==> images/logic_types.png <==
Scale: 4 px per um.
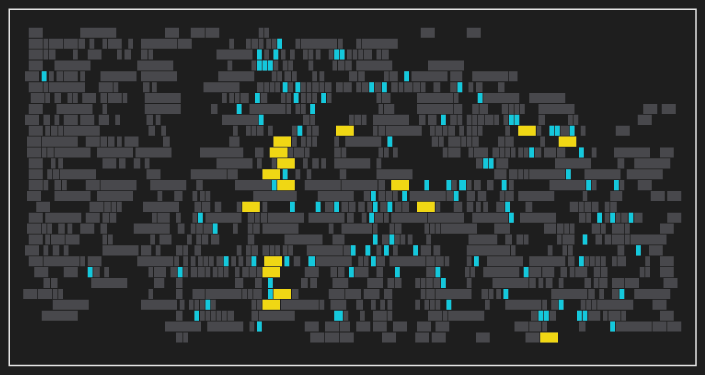
==> images/congestion.png <==
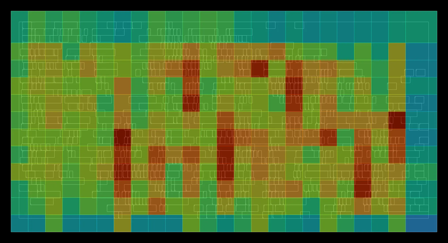
==> images/layer_met3.png <==
Scale: 2 px per um.
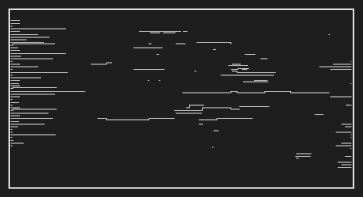
### config.mk
export PLATFORM = sky130hd
export DESIGN_NAME = vga_scan_driver
export DESIGN_NICKNAME = d
export VERILOG_FILES = /design/src/rtl/vga_timing_pkg.sv /design/src/rtl/vga_axis_counter.sv /design/src/rtl/vga_scan_driver.sv
export SDC_FILE = /design/constraint.sdc
export NUM_CORES = 1
export LEC_CHECK = 0
export ABC_AREA = 1
export CORE_ASPECT_RATIO = 0.5
export CORE_MARGIN = 3
export CORE_UTILIZATION = 41
export CTS_BUF_LIST = sky130_fd_sc_hd__clkbuf_2
export CTS_CLUSTER_DIAMETER = 40
export DETAILED_ROUTE_END_ITERATION = 8
export PLACE_DENSITY = 0.66
export SETUP_SLACK_MARGIN = 0.05
export SLEW_MARGIN = 5
export SYNTH_ARGS = -nofsm -noshare
export SYNTH_HDL_FRONTEND = slang
export SYNTH_SLANG_ARGS = --single-unit
### constraint.sdc
create_clock -name clk -period 4.7 [get_ports clk]
set_input_delay 1.175 -clock clk [delete_from_list [all_inputs] [get_ports clk]]
set_output_delay 1.175 -clock clk [all_outputs]
set_load 0.02 [all_outputs]
### src/rtl/vga_timing_pkg.sv
// vga_timing_pkg
//   Shared definitions for the VGA scan driver: the per-axis phase
//   enumeration, default 640x480@60 timing, and the colour substituted
//   for active pixels that the pixel source fails to deliver in time.
package vga_timing_pkg;

  typedef enum logic [1:0] {
    ACTIVE = 2'd0,
    FRONT  = 2'd1,
    SYNC   = 2'd2,
    BACK   = 2'd3
  } h_phase_t;

  localparam int H_ACTIVE_DEF = 640;
  localparam int H_FP_DEF     = 16;
  localparam int H_SYNC_DEF   = 96;
  localparam int H_BP_DEF     = 48;
  localparam int V_ACTIVE_DEF = 480;
  localparam int V_FP_DEF     = 10;
  localparam int V_SYNC_DEF   = 2;
  localparam int V_BP_DEF     = 33;

  localparam int CNT_W = 12;

  // Dim blue, so that underruns are visible on screen but not alarming.
  localparam logic [7:0] UNDERRUN_FILL_R = 8'd0;
  localparam logic [7:0] UNDERRUN_FILL_G = 8'd0;
  localparam logic [7:0] UNDERRUN_FILL_B = 8'd32;

endpackage

### src/rtl/vga_axis_counter.sv
// vga_axis_counter
//   One raster axis (horizontal or vertical). Walks the
//   ACTIVE -> FRONT -> SYNC -> BACK phase sequence with a per-phase
//   length counter, and keeps the absolute position 0..TOTAL-1.
// Ports
//   clk, rst  clock, asynchronous active-high reset
//   clr       synchronous clear back to position 0 / ACTIVE phase
//   adv       advance one position this clock
//   cnt       absolute position on the axis
//   active    position lies in the visible region
//   sync      position lies in the sync pulse
//   wrap      advancing from TOTAL-1 back to 0 this clock (carry out)
module vga_axis_counter
  import vga_timing_pkg::*;
#(
  parameter int ACTIVE_LEN = 640,
  parameter int FP_LEN     = 16,
  parameter int SYNC_LEN   = 96,
  parameter int BP_LEN     = 48,
  parameter logic [CNT_W-1:0] TOTAL = 12'd800
) (
  input  logic             clk,
  input  logic             rst,
  input  logic             clr,
  input  logic             adv,
  output logic [CNT_W-1:0] cnt,
  output logic             active,
  output logic             sync,
  output logic             wrap
);

  localparam logic [CNT_W-1:0] LEN_ACT  = CNT_W'(ACTIVE_LEN);
  localparam logic [CNT_W-1:0] LEN_FP   = CNT_W'(FP_LEN);
  localparam logic [CNT_W-1:0] LEN_SYNC = CNT_W'(SYNC_LEN);
  localparam logic [CNT_W-1:0] LEN_BP   = CNT_W'(BP_LEN);

  h_phase_t         phase, phase_nxt;
  logic [CNT_W-1:0] phase_cnt, phase_cnt_nxt;
  logic [CNT_W-1:0] cnt_nxt;
  logic [CNT_W-1:0] phase_len;
  logic             phase_last;

  assign wrap   = adv && (cnt == TOTAL - CNT_W'(1));
  assign active = (phase == ACTIVE);
  assign sync   = (phase == SYNC);

  always_ff @(posedge clk or posedge rst) begin
    if (rst) begin
      phase     <= ACTIVE;
      phase_cnt <= '0;
      cnt       <= '0;
    end else begin
      phase     <= phase_nxt;
      phase_cnt <= phase_cnt_nxt;
      cnt       <= cnt_nxt;
    end
  end

  always_comb begin
    phase_nxt     = phase;
    phase_cnt_nxt = phase_cnt;
    cnt_nxt       = cnt;
    case (phase)
      ACTIVE:  phase_len = LEN_ACT;
      FRONT:   phase_len = LEN_FP;
      SYNC:    phase_len = LEN_SYNC;
      BACK:    phase_len = LEN_BP;
      default: phase_len = LEN_ACT;
    endcase
    phase_last = (phase_cnt == phase_len - CNT_W'(1));

    if (clr) begin
      phase_nxt     = ACTIVE;
      phase_cnt_nxt = '0;
      cnt_nxt       = '0;
    end else if (adv) begin
      cnt_nxt = wrap ? '0 : cnt + CNT_W'(1);
      // The phase length counter restarts on every phase change so each
      // phase can be checked against its own length independently.
      if (phase_last) begin
        phase_cnt_nxt = '0;
        case (phase)
          ACTIVE:  phase_nxt = FRONT;
          FRONT:   phase_nxt = SYNC;
          SYNC:    phase_nxt = BACK;
          BACK:    phase_nxt = ACTIVE;
          default: phase_nxt = ACTIVE;
        endcase
      end else begin
        phase_cnt_nxt = phase_cnt + CNT_W'(1);
      end
    end
  end

endmodule

### src/rtl/vga_scan_driver.sv
// vga_scan_driver
//   VGA timing master and pixel consumer. Generates raster timing, issues
//   pixel requests to a zero-latency combinational pixel source and
//   registers the returned colour onto the VGA pins together with
//   hsync/vsync/de, one clock after the request.
// Ports
//   clk, rst            clock, asynchronous active-high reset
//   enable              low holds the raster at the origin and blanks pins
//   pixel_x, pixel_y    requested pixel (0 outside the visible region)
//   pixel_valid         request strobe: visible AND pixel tick AND enable
//   rgb_r/g/b           colour returned in the same clock as the request
//   output_valid        qualifies rgb_*; missing data becomes fill colour
//   vga_r/g/b           registered colour to the DAC
//   vga_hsync/vga_vsync registered syncs, level SYNC_POL when asserted
//   vga_de              registered data enable
//   frame_start         one-clock pulse on the tick at h=0, v=0
//   frame_cnt           completed frames, wrapping
// Optional build macro VGA_UNDERRUN_CNT_EN adds
//   underrun_cnt        saturating count of visible ticks without data
//   underrun_flag       sticky underrun indication
//   Both are cleared only by rst.
module vga_scan_driver
  import vga_timing_pkg::*;
#(
  parameter int H_ACTIVE = H_ACTIVE_DEF,
  parameter int H_FP     = H_FP_DEF,
  parameter int H_SYNC   = H_SYNC_DEF,
  parameter int H_BP     = H_BP_DEF,
  parameter int V_ACTIVE = V_ACTIVE_DEF,
  parameter int V_FP     = V_FP_DEF,
  parameter int V_SYNC   = V_SYNC_DEF,
  parameter int V_BP     = V_BP_DEF,
  parameter bit SYNC_POL = 1'b0,
  parameter int PIX_DIV  = 1
) (
  input  logic        clk,
  input  logic        rst,
  input  logic        enable,
  output logic [9:0]  pixel_x,
  output logic [8:0]  pixel_y,
  output logic        pixel_valid,
  input  logic [7:0]  rgb_r,
  input  logic [7:0]  rgb_g,
  input  logic [7:0]  rgb_b,
  input  logic        output_valid,
  output logic [7:0]  vga_r,
  output logic [7:0]  vga_g,
  output logic [7:0]  vga_b,
  output logic        vga_hsync,
  output logic        vga_vsync,
  output logic        vga_de,
  output logic        frame_start,
  output logic [15:0] frame_cnt
`ifdef VGA_UNDERRUN_CNT_EN
  ,
  output logic [15:0] underrun_cnt,
  output logic        underrun_flag
`endif
);

  localparam logic [CNT_W-1:0] H_TOTAL = CNT_W'(H_ACTIVE + H_FP + H_SYNC + H_BP);
  localparam logic [CNT_W-1:0] V_TOTAL = CNT_W'(V_ACTIVE + V_FP + V_SYNC + V_BP);
  localparam int               DIV_W    = (PIX_DIV > 1) ? $clog2(PIX_DIV) : 1;
  localparam logic [DIV_W-1:0] DIV_LAST = DIV_W'(PIX_DIV - 1);
  localparam logic             SYNC_ON   = SYNC_POL;
  localparam logic             SYNC_IDLE = ~SYNC_POL;

  function automatic logic [23:0] pixel_colour(input logic       act,
                                               input logic       ok,
                                               input logic [7:0] r,
                                               input logic [7:0] g,
                                               input logic [7:0] b);
    if (!act) return 24'h000000;
    if (!ok)  return {UNDERRUN_FILL_R, UNDERRUN_FILL_G, UNDERRUN_FILL_B};
    return {r, g, b};
  endfunction

  logic [DIV_W-1:0] div_cnt;
  logic             tick_p0;
  logic [CNT_W-1:0] h_cnt, v_cnt;
  logic             h_active, h_sync, h_wrap;
  logic             v_active, v_sync, v_wrap;
  logic             active_p0;
  logic [23:0]      colour_p0;

  // ---- stage p0: raster counters and combinational request ----
  // Ticks are suppressed while rst is high so no request or frame pulse
  // escapes during reset.
  assign tick_p0 = enable && !rst && (div_cnt == DIV_LAST);

  always_ff @(posedge clk or posedge rst) begin
    if (rst)                      div_cnt <= '0;
    else if (!enable || tick_p0)  div_cnt <= '0;
    else                          div_cnt <= div_cnt + DIV_W'(1);
  end

  vga_axis_counter #(
    .ACTIVE_LEN(H_ACTIVE), .FP_LEN(H_FP), .SYNC_LEN(H_SYNC), .BP_LEN(H_BP),
    .TOTAL(H_TOTAL)
  ) u_h (
    .clk(clk), .rst(rst), .clr(!enable), .adv(tick_p0),
    .cnt(h_cnt), .active(h_active), .sync(h_sync), .wrap(h_wrap)
  );

  vga_axis_counter #(
    .ACTIVE_LEN(V_ACTIVE), .FP_LEN(V_FP), .SYNC_LEN(V_SYNC), .BP_LEN(V_BP),
    .TOTAL(V_TOTAL)
  ) u_v (
    .clk(clk), .rst(rst), .clr(!enable), .adv(h_wrap),
    .cnt(v_cnt), .active(v_active), .sync(v_sync), .wrap(v_wrap)
  );

  assign active_p0   = h_active && v_active;
  assign pixel_valid = active_p0 && tick_p0;
  assign pixel_x     = active_p0 ? 10'(h_cnt) : 10'd0;
  assign pixel_y     = active_p0 ? 9'(v_cnt) : 9'd0;
  assign frame_start = tick_p0 && (h_cnt == '0) && (v_cnt == '0);
  assign colour_p0   = pixel_colour(active_p0, output_valid, rgb_r, rgb_g, rgb_b);

  always_ff @(posedge clk or posedge rst) begin
    if (rst)         frame_cnt <= '0;
    else if (v_wrap) frame_cnt <= frame_cnt + 16'd1;
  end

  // ---- stage p1: registered VGA pins, updated only on pixel ticks ----
  always_ff @(posedge clk or posedge rst) begin
    if (rst) begin
      {vga_r, vga_g, vga_b} <= '0;
      vga_de    <= 1'b0;
      vga_hsync <= SYNC_IDLE;
      vga_vsync <= SYNC_IDLE;
    end else if (!enable) begin
      {vga_r, vga_g, vga_b} <= '0;
      vga_de    <= 1'b0;
      vga_hsync <= SYNC_IDLE;
      vga_vsync <= SYNC_IDLE;
    end else if (tick_p0) begin
      {vga_r, vga_g, vga_b} <= colour_p0;
      vga_de    <= active_p0;
      vga_hsync <= h_sync ? SYNC_ON : SYNC_IDLE;
      vga_vsync <= v_sync ? SYNC_ON : SYNC_IDLE;
    end
  end

`ifdef VGA_UNDERRUN_CNT_EN
  function automatic logic [15:0] sat_inc16(input logic [15:0] v);
    return (v == 16'hFFFF) ? v : v + 16'd1;
  endfunction

  logic underrun_p0;
  assign underrun_p0 = pixel_valid && !output_valid;

  always_ff @(posedge clk or posedge rst) begin
    if (rst) begin
      underrun_cnt  <= '0;
      underrun_flag <= 1'b0;
    end else if (underrun_p0) begin
      underrun_cnt  <= sat_inc16(underrun_cnt);
      underrun_flag <= 1'b1;
    end
  end
`endif

endmodule
==> impl_table.tex <==
% Generated from flow reports
\begin{tabular}{lr}
\hline
Metric & Value \\
\hline
\multicolumn{2}{l}{\textbf{Cells and area}} \\
Combinational share of cell area & around two fifths \\
Clock buffer count in the final layout & 9 \\
Multi-input gates & 552 \\
Count of buffers not belonging to the clock network in the layout & 96 \\
\# fillers & 1282 \\
Final design utilization & 52.4\% \\
Non-Clock Buffer Area Fraction & 13.9\% \\
Area added between synthesis and finish & 21.4\% \\
Final-layout clock-cell area share & 2.23\% \\
Area occupied by registers & 0.00240 mm\^{}2 \\
Reg with most FFs & frame\_cnt \\
Number of inverters outside the clock class in the layout & 96 \\
Tally of non-filler cells in the final layout & 1025 \\
Most frequent logic cell in the layout & nand2\_1 \\
\multicolumn{2}{l}{\textbf{Synthesis}} \\
Leading post-synthesis cells by cell area & dfrtp\_1, nand2\_1, nor2\_1, inv\_1, nand3\_1 \\
Area fraction in mux cells & 0\% \\
Dominant combinational family & simple AND/OR/NAND/NOR gates \\
Adder Share, Synth & 3.57\% \\
Biggest area consumer among synthesized cells & dfrtp\_1 \\
Yosys cell types & 35 \\
Area share of xor/xnor cells in the synthesized design & approximately 3.3\% \\
FFs w/ async S/R, synth & 100\% \\
Mapped Cells & 765 \\
Count of yosys warnings during synthesis & 0 \\
Summed standard-cell area reported by yosys & 0.00560 mm\^{}2 \\
AND-OR/OR-AND share of the synthesized area & 7.19\% \\
Yosys cell count & 765 \\
Syn Std Cell Area & $\sim$0.0056 mm\^{}2 \\
Post-synth regs & 96 \\
\multicolumn{2}{l}{\textbf{Critical path}} \\
CP Class & in2out \\
Largest fanout on the critical path & 7 \\
Startpoint class of the critical path & primary input \\
Longest individual stage delay on the worst path & 610 ps \\
Slowest-stage cell, CP & clkdlybuf4s50\_1 \\
Start point of the critical path & rst \\
FF-to-FF setup slack & 2660 ps \\
Logic depth of the worst register-to-register path & 10 \\
CP endpoint kind & output pin \\
Critical register-to-register path endpoint & u\_h.cnt[6] \\
Total stage count of the critical path & 7 \\
CP required & between 3000 and 4000 ps \\
Buffers \& Inverters on Critical Path & 4 \\
Critical path endpoint & pixel\_valid \\
Launch point of the worst reg-to-reg path & u\_h.cnt[1] \\
Data arrival time at the worst-slack endpoint & 2920 ps \\
\multicolumn{2}{l}{\textbf{Worst hold path}} \\
Number of cells on the worst hold path & 2 \\
Origin of the worst min-delay path & vga\_g[0] \\
Hold/Removal Path Class & reg2reg \\
\multicolumn{2}{l}{\textbf{Power and ir drop}} \\
Switching fraction of total power & 27.3\% \\
Static leakage & 3.19 nW \\
Part of the power in registers & 54.5\% \\
Clock network fraction of design power & 31.9\% \\
Power consumed by sequential cells & 860 uW \\
Group drawing the most power & sequential cells \\
Ratio of total power to cell area & between 200 and 250 mW/mm\^{}2 \\
\multicolumn{2}{l}{\textbf{Run}} \\
Count of tool warnings & 35 \\
Number of maximum-capacitance constraint violations & 0 \\
\multicolumn{2}{l}{\textbf{Die}} \\
Width of the die & approximately 170 um \\
Area of the placeable core & 0.0130 mm\^{}2 \\
I/O pin count & 92 \\
\multicolumn{2}{l}{\textbf{Drt}} \\
Routed via count divided by cell count & 5.00 \\
WL met3 & approximately 1000 um \\
TritonRoute pass-1 iters & 6 \\
Count of routing violations after the opening detailed-route iteration & a little under 400 \\
Remaining DRCs & 0 \\
Tally of nets with antenna violations remaining after routing & 0 \\
Vias after detailed routing & between 5000 and 6000 \\
\multicolumn{2}{l}{\textbf{Clocking}} \\
CTS Buffer Depth & 2 \\
Clock slew seen by the registers of the worst setup and hold paths & 250 ps \\
H-tree level count & 3 \\
Clock latency reported for the late side of the worst-skew pair & 580 ps \\
Count of cells resized by post-cts repair & 0 \\
CTS buffer count & 9 \\
\multicolumn{2}{l}{\textbf{GRT}} \\
Initial antenna violation count & 1 \\
Via count of the first global-routing pass & between 4000 and 5000 \\
Most used routing layer & met2 \\
Met1 global-route usage & 25.7\% \\
Pin count of the biggest net entering global routing & 61 \\
\multicolumn{2}{l}{\textbf{Place}} \\
Cell total after placement & 1010 \\
Detailed placer's ending HPWL & around 10000 um \\
Total of buffers placed on input and output ports & 91 \\
RD Place Congestion & 0.866 \\
\multicolumn{2}{l}{\textbf{Final timing}} \\
Worst-margin pin slew & between 700 and 800 ps \\
Final Hold Violating Endpoints & 0 \\
Max Clock Freq & approximately 0.24 GHz \\
Tightest slew margin relative to the limit & 46.7\% \\
Final setup fails & 0 \\
Final setup skew & 41.8 ps \\
Fin worst setup slack & about 600 ps \\
\multicolumn{2}{l}{\textbf{Run status}} \\
Status & complete, no violations \\
\hline
\end{tabular}
## Picture notes: logic_types.png
fa/ha/maj cells: in yellow, cells 16, most used ha_1. inv cells: in cyan, cells 96, most used inv_1.

## Picture notes: congestion.png
met3 Use GR: 6.34%
met2 GRT Util: 30.2%
GRT Resource Usage Total: 19.2%

## Picture notes: layer_met3.png
The layer carries 1020 um of wire. 98 nets have wire on it. The layer holds 7.4% of the routed length. The wires run mostly horizontal. The longest straight run is 37.0 um.

Power and IR drop assume default switching activity.
